Run 1, routing congestion:
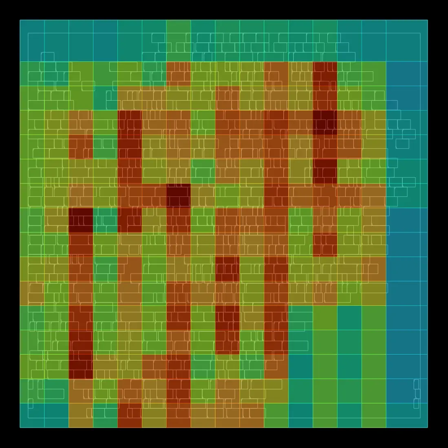
Run 1, clock network drawn from the DEF:
Scale: 2 px per um.
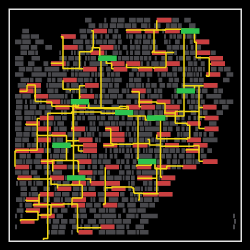
Run 1, metal 4:
Scale: 3 px per um.
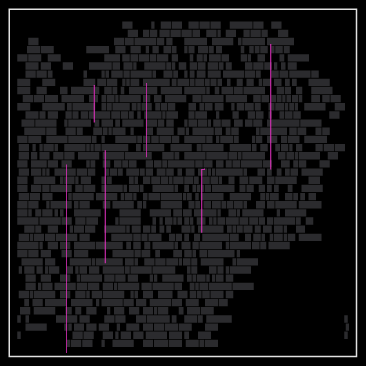
Run 1, layout detail:
Region (76, 19) to (96, 39) um. Cells in grey, sequential cells in the stronger grey; small squares are vias.
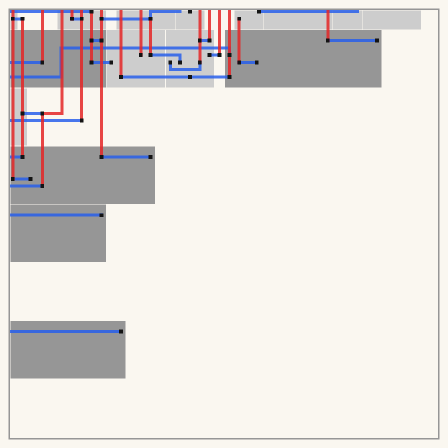
**config.mk**
```make
export PLATFORM = sky130hd
export DESIGN_NAME = rv32_test_ctrl
export DESIGN_NICKNAME = d
export VERILOG_FILES = /design/src/rtl/rv32_test_ctrl.sv
export SDC_FILE = /design/constraint.sdc
export NUM_CORES = 1
export LEC_CHECK = 0
export CAP_MARGIN = 10
export CORE_MARGIN = 2
export CORE_UTILIZATION = 40
export CTS_CLUSTER_DIAMETER = 100
export DETAILED_ROUTE_END_ITERATION = 16
export PLACE_DENSITY = 0.75
export RECOVER_POWER = 50
export SETUP_SLACK_MARGIN = 0.2
export SLEW_MARGIN = 20
export SYNTH_ARGS = -nofsm -noshare
export SYNTH_HDL_FRONTEND = slang
export SYNTH_SLANG_ARGS = --single-unit
```
**constraint.sdc**
```tcl
create_clock -name clk_sys_i -period 2.3 [get_ports clk_sys_i]
set_input_delay 0.345 -clock clk_sys_i [delete_from_list [all_inputs] [get_ports clk_sys_i]]
set_output_delay 0.345 -clock clk_sys_i [all_outputs]
set_load 0.02 [all_outputs]
```
**src/rtl/rv32_test_ctrl.sv**
```systemverilog
// Test-sequencing controller: core reset sequencing, tohost pass/fail snooping, run watchdog.
// Define RV32_TEST_CTRL_WATCHDOG_EN to enable the cycle-count watchdog.
module rv32_test_ctrl #(
  parameter logic [31:0] TOHOST_ADDR    = 32'h0000_1000,
  parameter int unsigned RST_CYCLES     = 2,
  parameter int unsigned TIMEOUT_CYCLES = 1004,
  parameter int unsigned NUM_RUNS       = 1,
  parameter int unsigned CNT_W          = 32
) (
  input  logic             clk_sys_i,
  input  logic             rst_i,
  input  logic             bus_we_i,
  input  logic [31:0]      bus_addr_i,
  input  logic [31:0]      bus_wdata_i,
  output logic             core_rst_n_o,
  output logic [CNT_W-1:0] cycle_cnt_o,
  output logic [7:0]       run_idx_o,
  output logic             done_o,
  output logic             pass_o,
  output logic             fail_o,
  output logic             timeout_o,
  output logic [30:0]      fail_code_o
);

  typedef enum logic [1:0] {StHold, StRun, StDone} state_e;

  state_e           state_q, state_d;
  logic [31:0]      hold_cnt_q, hold_cnt_d;
  logic [CNT_W-1:0] cycle_cnt_q, cycle_cnt_d;
  logic [7:0]       run_idx_q, run_idx_d;
  logic             core_rst_n_q, core_rst_n_d;
  logic             done_q, done_d;
  logic             pass_q, pass_d;
  logic             fail_q, fail_d;
  logic             timeout_q, timeout_d;
  logic [30:0]      fail_code_q, fail_code_d;
  logic             tohost;

  assign tohost = bus_we_i && (bus_addr_i == TOHOST_ADDR);

  always_comb begin
    state_d      = state_q;
    hold_cnt_d   = hold_cnt_q;
    cycle_cnt_d  = cycle_cnt_q;
    run_idx_d    = run_idx_q;
    core_rst_n_d = core_rst_n_q;
    done_d       = done_q;
    pass_d       = pass_q;
    fail_d       = fail_q;
    timeout_d    = timeout_q;
    fail_code_d  = fail_code_q;
    unique case (state_q)
      StHold: begin
        core_rst_n_d = 1'b0;
        hold_cnt_d   = hold_cnt_q + 32'd1;
        if (hold_cnt_q == 32'(RST_CYCLES - 1)) begin
          state_d      = StRun;
          hold_cnt_d   = '0;
          cycle_cnt_d  = '0;
          core_rst_n_d = 1'b1;
        end
      end
      StRun: begin
        if (tohost && (bus_wdata_i == 32'd1)) begin
          core_rst_n_d = 1'b0;
          if (run_idx_q < 8'(NUM_RUNS - 1)) begin
            run_idx_d  = run_idx_q + 8'd1;
            hold_cnt_d = '0;
            state_d    = StHold;
          end else begin
            state_d = StDone;
            done_d  = 1'b1;
            pass_d  = 1'b1;
          end
        end else if (tohost && bus_wdata_i[0]) begin
          core_rst_n_d = 1'b0;
          state_d      = StDone;
          done_d       = 1'b1;
          fail_d       = 1'b1;
          fail_code_d  = bus_wdata_i[31:1];
`ifdef RV32_TEST_CTRL_WATCHDOG_EN
        end else if (cycle_cnt_q == CNT_W'(TIMEOUT_CYCLES - 1)) begin
          core_rst_n_d = 1'b0;
          state_d      = StDone;
          done_d       = 1'b1;
          timeout_d    = 1'b1;
`endif
        end else if (cycle_cnt_q != '1) begin
          cycle_cnt_d = cycle_cnt_q + CNT_W'(1);
        end
      end
      StDone: begin
        core_rst_n_d = 1'b0;
      end
      default: state_d = StHold;
    endcase
  end

  always_ff @(posedge clk_sys_i) begin
    if (rst_i) begin
      state_q      <= StHold;
      hold_cnt_q   <= '0;
      cycle_cnt_q  <= '0;
      run_idx_q    <= '0;
      core_rst_n_q <= 1'b0;
      done_q       <= 1'b0;
      pass_q       <= 1'b0;
      fail_q       <= 1'b0;
      timeout_q    <= 1'b0;
      fail_code_q  <= '0;
    end else begin
      state_q      <= state_d;
      hold_cnt_q   <= hold_cnt_d;
      cycle_cnt_q  <= cycle_cnt_d;
      run_idx_q    <= run_idx_d;
      core_rst_n_q <= core_rst_n_d;
      done_q       <= done_d;
      pass_q       <= pass_d;
      fail_q       <= fail_d;
      timeout_q    <= timeout_d;
      fail_code_q  <= fail_code_d;
    end
  end

  assign core_rst_n_o = core_rst_n_q;
  assign cycle_cnt_o  = cycle_cnt_q;
  assign run_idx_o    = run_idx_q;
  assign done_o       = done_q;
  assign pass_o       = pass_q;
  assign fail_o       = fail_q;
  assign timeout_o    = timeout_q;
  assign fail_code_o  = fail_code_q;

endmodule
```
==> results.txt, run 1 <==
status: finished with violations
failing checks: negative setup slack
vias in the first global route: 5213
Layout non-clock buf frac: 27.59%
area share, top type: 40.86%
nonclk buf count: 231
nature of the critical path endpoint: register
Cells after Synth: 586
top comb family, area: simple AND/OR/NAND/NOR gates
yosys cell count: 586
final setup vio count: 4
sequential fraction of the synthesis area: 40.86%
layout cells sized above 1: 22.76%
CTS Buffer Depth: 2
Syn Area/Cell: 8.445 um2
Post-synth EDFFs: 0
CTS tree: yes
Max Used Layer: met4
DRT antenna net count: 0
FF-to-FF setup slack: -0.11 ns
worst hold stages: 2
Worst Setup EP: cycle_cnt_o[15]
Leading cell kind: multi-input combinational cells
grt total ovfl: 0
Final Cell Area: 7863 um2
final setup TNS: -0.1694 ns
cell count along the critical path: 7
row count: 40
nonclk inv count: 8
placed cells: 929
Mux area share: 7.080%
die height: 115.2 um
final hold violations: 0
P&R area growth vs syn: 58.89%
Place WS: -0.2801 ns
Combinational Area: 3107 um2
die footprint: 13280 um2
Initial Utilization: 41.03%
Synth async-reset ratio: 0%
Slowest-stage cell, CP: or4_4
Leak: 0.003404 uW
Clock Sinks: 101
Worst Reg2Reg Path Length in Cells: 7
cts bufs inserted: 9
Crit path buffers/inverters: 1
Crit path max-delay family: simple AND/OR/NAND/NOR gates
Final Non-Filler Cells: 972
Seq. cell area: 2038 um2
H-tree depth: 3
root buffer cell: clkbuf_16
Worst Setup Slack, final: -0.1111 ns
Top Layout Cells: dfxtp_1, buf_4, nor2_1
yosys aoi share: 9.735%
Tcrit/Tclk final: 104.8%
critical path launch point type: register
Critical Path Source: hold_cnt_q[22]
Yosys top cell by instances: dfxtp_1
yosys stat area: 4948 um2
number of OpenROAD warnings: 32
Core ar.: 12060 um2
Hold Path Class: register to register
Cell area leaders: dfxtp_1, mux2i_1, nor2_1
Worst Path Required: 2.58 ns
PortBufs: 133
hold path start: fail_o
CP Max Fanout: 7
Reg2Reg Launch Point: hold_cnt_q[22]
CP arrival: 2.69 ns
Primary FF master, synth: dfxtp_1
FMAX: 0.4147 GHz
hold endpoint: fail_o
routed length on met1: 6665 um
Clock transition at path regs: 0.07 ns
XOR/XNOR share of the synthesized area: 3.717%
Slew @ Worst Pin: 0.9393 ns
synth cell count leaders: dfxtp_1, nor2_1, nand2_1, nand3_1, mux2i_1
total number of yosys warnings: 0
comb_multi_in: 448
hold_ws: 0.4695 ns
Synth cell types: 46
RSZ-0062 raised after global routing: true
layout net count: 872
cts hold-fix bufs: 0
combinational share of cell area: 39.51%
Antenna diodes: 0
Vias/cell: 5.585
## Picture notes: 'routing congestion'
grt met1 use: 28.86%
M3 GR Usage: 4.533%
Most Crowded Layer GR: met2
Final Util: 65.19%
Routed wire per std cell: 16.07 um

## Picture notes: 'clock network drawn from the DEF'
- green: clock-net drivers (count 9)
- red: flip-flops (count 101)
- yellow: clock wires (length 1260 um)
- flops lie: spread over the die
- routed clock nets: 10
Setup Skew: 0.008844 ns
clk pwr: 1590 uW
Clock Latency Late Sink: 0.35 ns
power share of the clock group: 29.7%

## Picture notes: 'metal 4'
- nets with wire on the layer: 3
- share of all routed wire: 1.3%
final wirelength: 15620 um
total number of vias: 5429

## Picture notes: 'layout detail'
- blue: M1
- red: M2
- most frequent: dfxtp_1 (5)
- cells with their middle in the window: 8
- netlist names of flops here include: hold_cnt_q (5)
- sequential cells in the window: 5

run 1: per-layer routing:
metal  global-route usage, %  vias up
met5                       0        -
met4                   7.068        0
met3                   4.533       14
met2                   39.25      184
met1                   28.86     2641
li1                        -     2590
run 1: power breakdown:
part | internal, uW | total (uW) | switching (uW)
clock network | 882 | 1590 | 708
logic | 925 | 1940 | 1010
registers | 1790 | 1820 | 33.1
total | 3590 | 5350 | 1750
run 1: sequential cells by signal, indices dropped and copies added, names as in the netlist:
register,count
core_rst_n_o,1
cycle_cnt_o,32
done_o,1
fail_code_o,31
fail_o,1
hold_cnt_q,32
pass_o,1
state_q,2
run 1: timing repair:
item,in CTS,in global routing
resized,16,102
endpoints found under the setup margin,41,68
gates cloned,0,1
pin swaps,14,30
setup buffers,14,12
Run 1, signal wires by layer:
Scale: 3 px per um.
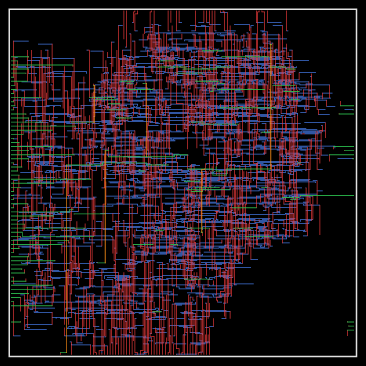

--- run 2 (diff from run 1) ---
Settings changed: CORE_ASPECT_RATIO from default to 0.75.
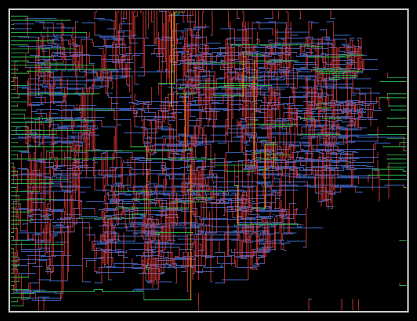
Run 2: signal wires by layer
Scale: 3 px per um.
- orange: M4 (wire length 232 um)
- green: M3 (wire length 1340 um)
- blue: M1 (wire length 6810 um)
- red: M2 (wire length 7640 um)

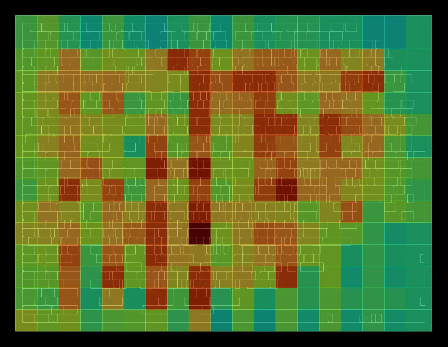
Run 2: routing congestion
Routed wire per std cell: 16.64 um
met2 Use GR: 37.86%

==> run 2 against run 1 <==
Effect of this change: the flow still finishes with violations (negative setup slack); global-route usage down 0.21 points; combinational power up 6%; clock power fell by 6%; first-iteration DRC count up 7.6%; sequential share of layout area rose by 0.24 points; final area fell by 1.2%; setup slack gained 0.022 ns; non-clock buffer count shrank 7; synthesized area stayed put; critical path type unchanged; largest cell class unchanged.
==> results.txt, run 2 <==
Internal: 3584 uW
Final Util: 63.83%
cts hold-fix bufs: 0
Slowest-stage cell, CP: or4_4
clk pwr: 1500 uW
DRT antenna net count: 0
nature of the critical path endpoint: register
Worst Setup EP: cycle_cnt_o[15]
CP Max Fanout: 6
final setup vio count: 8
Worst Reg2Reg Path Length in Cells: 9
Top pwr grp: combinational cells
Worst Setup Slack, final: -0.08955 ns
RSZ-0062 raised after global routing: true
post_cts resized: 20
P&R area growth vs syn: 57.04%
Synth cell types: 46
Sw Pwr: 1785 uW
Place WS: -0.2793 ns
root buffer cell: clkbuf_16
Clock transition at path regs: 0.07 ns
area share, top type: 40.86%
Clock Latency Late Sink: 0.36 ns
Comb group: 2050 uW
Hold Path Class: register to register
FMAX: 0.4185 GHz
grt total ovfl: 0
Cell area leaders: dfxtp_1, mux2i_1, nor2_1
CP arrival: 2.66 ns
PortBufs: 133
failing checks: negative setup slack
M3 GR Usage: 6.818%
Primary FF master, synth: dfxtp_1
Initial Utilization: 40.65%
hold path start: fail_o
cell count along the critical path: 9
Max Used Layer: met4
power share of the clock group: 28.0%
final hold violations: 0
Crit path buffers/inverters: 2
Synth async-reset ratio: 0%
critical path launch point type: register
placed cells: 925
Logic pwr share: 38.1%
die height: 100.3 um
Reg2Reg Launch Point: hold_cnt_q[1]
Leak: 0.003231 uW
Worst Path Required: 2.58 ns
Final Non-Filler Cells: 963
status: finished with violations
Most Crowded Layer GR: met2
Post-synth EDFFs: 0
synth cell count leaders: dfxtp_1, nor2_1, nand2_1, nand3_1, mux2i_1
Yosys top cell by instances: dfxtp_1
Core ar.: 12170 um2
FF-to-FF setup slack: -0.09 ns
CTS tree: yes
Slew @ Worst Pin: 0.7987 ns
Clock Sinks: 101
CTS Buffer Depth: 2
row count: 35
hold_ws: 0.4574 ns
yosys cell count: 586
sequential share of power: 33.8%
Cells after Synth: 586
Critical Path Source: hold_cnt_q[1]
layout cells sized above 1: 20.95%
cts bufs inserted: 9
number of OpenROAD warnings: 32
die footprint: 13290 um2
postcts setup bufs: 9
total number of yosys warnings: 0
Final Cell Area: 7771 um2
yosys stat area: 4948 um2
sequential fraction of the synthesis area: 40.86%
total number of vias: 5451
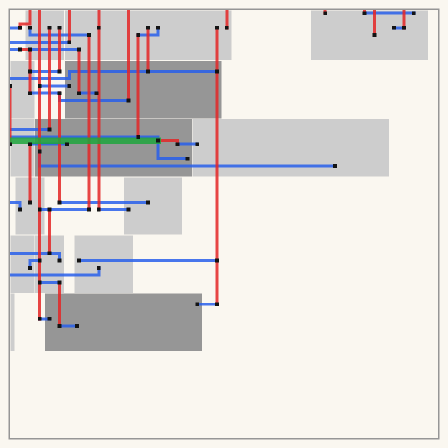
Run 2: layout detail
Region (89, 15) to (109, 35) um. Cells in grey, sequential cells in the stronger grey; small squares are vias.
- red: M2
- green: M3
- blue: M1
- netlist names of flops here include: hold_cnt_q (3)
- most frequent: dfxtp_1 (3), nor2_1 (2), buf_4 (2)
- sequential cells in the window: 3
- cells with their middle in the window: 12

## run 2: final cells by class
type	instances	area (um2)
Clock buffer	10	239.0
Clock inverter	6	52.55
Fill cell	1002	4403
Inverter	8	30.03
Multi-Input combinational cell	448	3013
Sequential cell	101	2033
Tap cell	166	207.7
Timing Repair Buffer	224	2196
## run 2: cell families (layout without fill, tap and decap cells)
group / count (synthesis) / after routing / share of synthesized area, %
flops: 101 / 101 / 40.86
mux: 35 / 35 / 7.080
compound gates: 77 / 77 / 9.735
buf+inv: 45 / 248 / 4.349
xor+xnor: 21 / 21 / 3.717
simple gates: 300 / 300 / 32.67
other cells: 1 / 9 / 0.07578
fa+ha+maj: 6 / 6 / 1.517
Run 2, clock network drawn from the DEF:
Scale: 2 px per um.
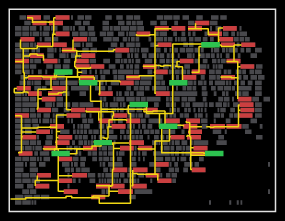

--- run 3 (diff from run 2) ---
Settings changed: REMOVE_ABC_BUFFERS from default to 1.
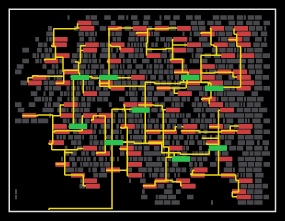
Run 3: clock network drawn from the DEF
Scale: 2 px per um.
- red: flip-flops (count 101)
- yellow: clock wires (length 1220 um)
- green: clock-net drivers (count 9)
- flops lie: spread over the die

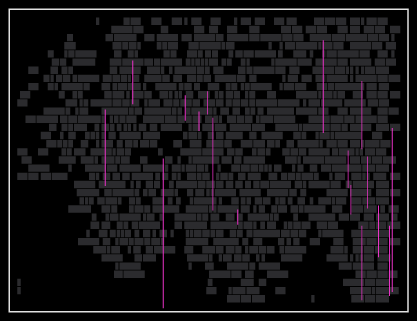
Run 3: metal 4
Scale: 3 px per um.
- nets with wire on the layer: 15
- longest straight run: 54.4 um
final wirelength: 17730 um
total number of vias: 5488

==> run 3 against run 2 <==
Effect of this change: the flow still finishes with violations (negative setup slack); sequential power hardly changed; non-clock buffer count is 3 higher; maximum frequency is 2.0% higher; cell count is 0.62% higher; clock power hardly changed; worst hold slack better by 0.037 ns; via count is 0.68% higher; clock skew is 0.00080 ns higher; critical path type unchanged.
==> results.txt, run 3 <==
status: finished with violations
failing checks: negative setup slack
Slowest-stage cell, CP: or3_4
Antenna diodes: 0
worst hold stages: 2
final setup vio count: 8
Critical Path Source: hold_cnt_q[1]
Crit path max-delay family: simple AND/OR/NAND/NOR gates
final setup TNS: -0.1969 ns
power share of the clock group: 28.3%
CP Max Fanout: 8
Final Non-Filler Cells: 969
Top Layout Cells: dfxtp_1, buf_4, nor2_1
Reg2Reg Launch Point: hold_cnt_q[1]
Logic pwr share: 37.5%
placed cells: 934
Routed wire per std cell: 18.29 um
Comb group: 1990 uW
Top pwr grp: combinational cells
Final Cell Area: 7825 um2
die footprint: 13290 um2
Cell area leaders: dfxtp_1, mux2i_1, nor2_1
yosys stat area: 4948 um2
Combinational Area: 3054 um2
grt total ovfl: 0
fa+ha+maj area frac: 1.517%
cts bufs inserted: 9
Clock Latency Late Sink: 0.35 ns
cell count along the critical path: 9
synth cell count leaders: dfxtp_1, nor2_1, nand2_1, nand3_1, mux2i_1
vias in the first global route: 5224
Cells after Synth: 586
Worst Path Required: 2.58 ns
Worst Setup Slack, final: -0.04276 ns
DRT antenna net count: 0
Yosys top cell by instances: dfxtp_1
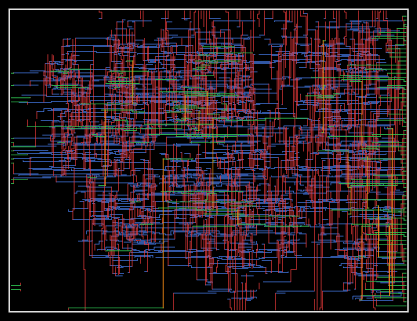
Run 3: signal wires by layer
Scale: 3 px per um.
- red: M2 (wire length 8610 um)
- green: M3 (wire length 1420 um)
- orange: M4 (wire length 357 um)
- blue: M1 (wire length 7340 um)

## run 3: cell types whose count changed in the layout (fill, tap and decap cells not counted), sizes merged
cell,before,now
buf,87,93
clkinvlp,0,1
clkdlybuf4s50,65,46
clkinv,3,4
dlygate4sd3,57,64
or3,6,9
dlymetal6s2s,10,20
bufbuf,1,0
dlygate4sd2,0,2
inv,11,10
clkbuf,14,11
## run 3: layout make-up
cell class / instances / area share, %
Clock inverter: 7 / 0.8954
Sequential cell: 101 / 25.95
Clock buffer: 9 / 2.878
Inverter: 8 / 0.3838
Multi-Input combinational cell: 451 / 39.03
Tap cell: 166 / 2.654
Timing Repair Buffer: 227 / 28.21
## run 3: layer usage
metal,GRT usage (%),part of all wire [%]
met5,0,0
met4,7.031,2.0
met2,42.49,49
met3,5.758,8.0
met1,30.47,41
Power and IR drop assume default switching activity.
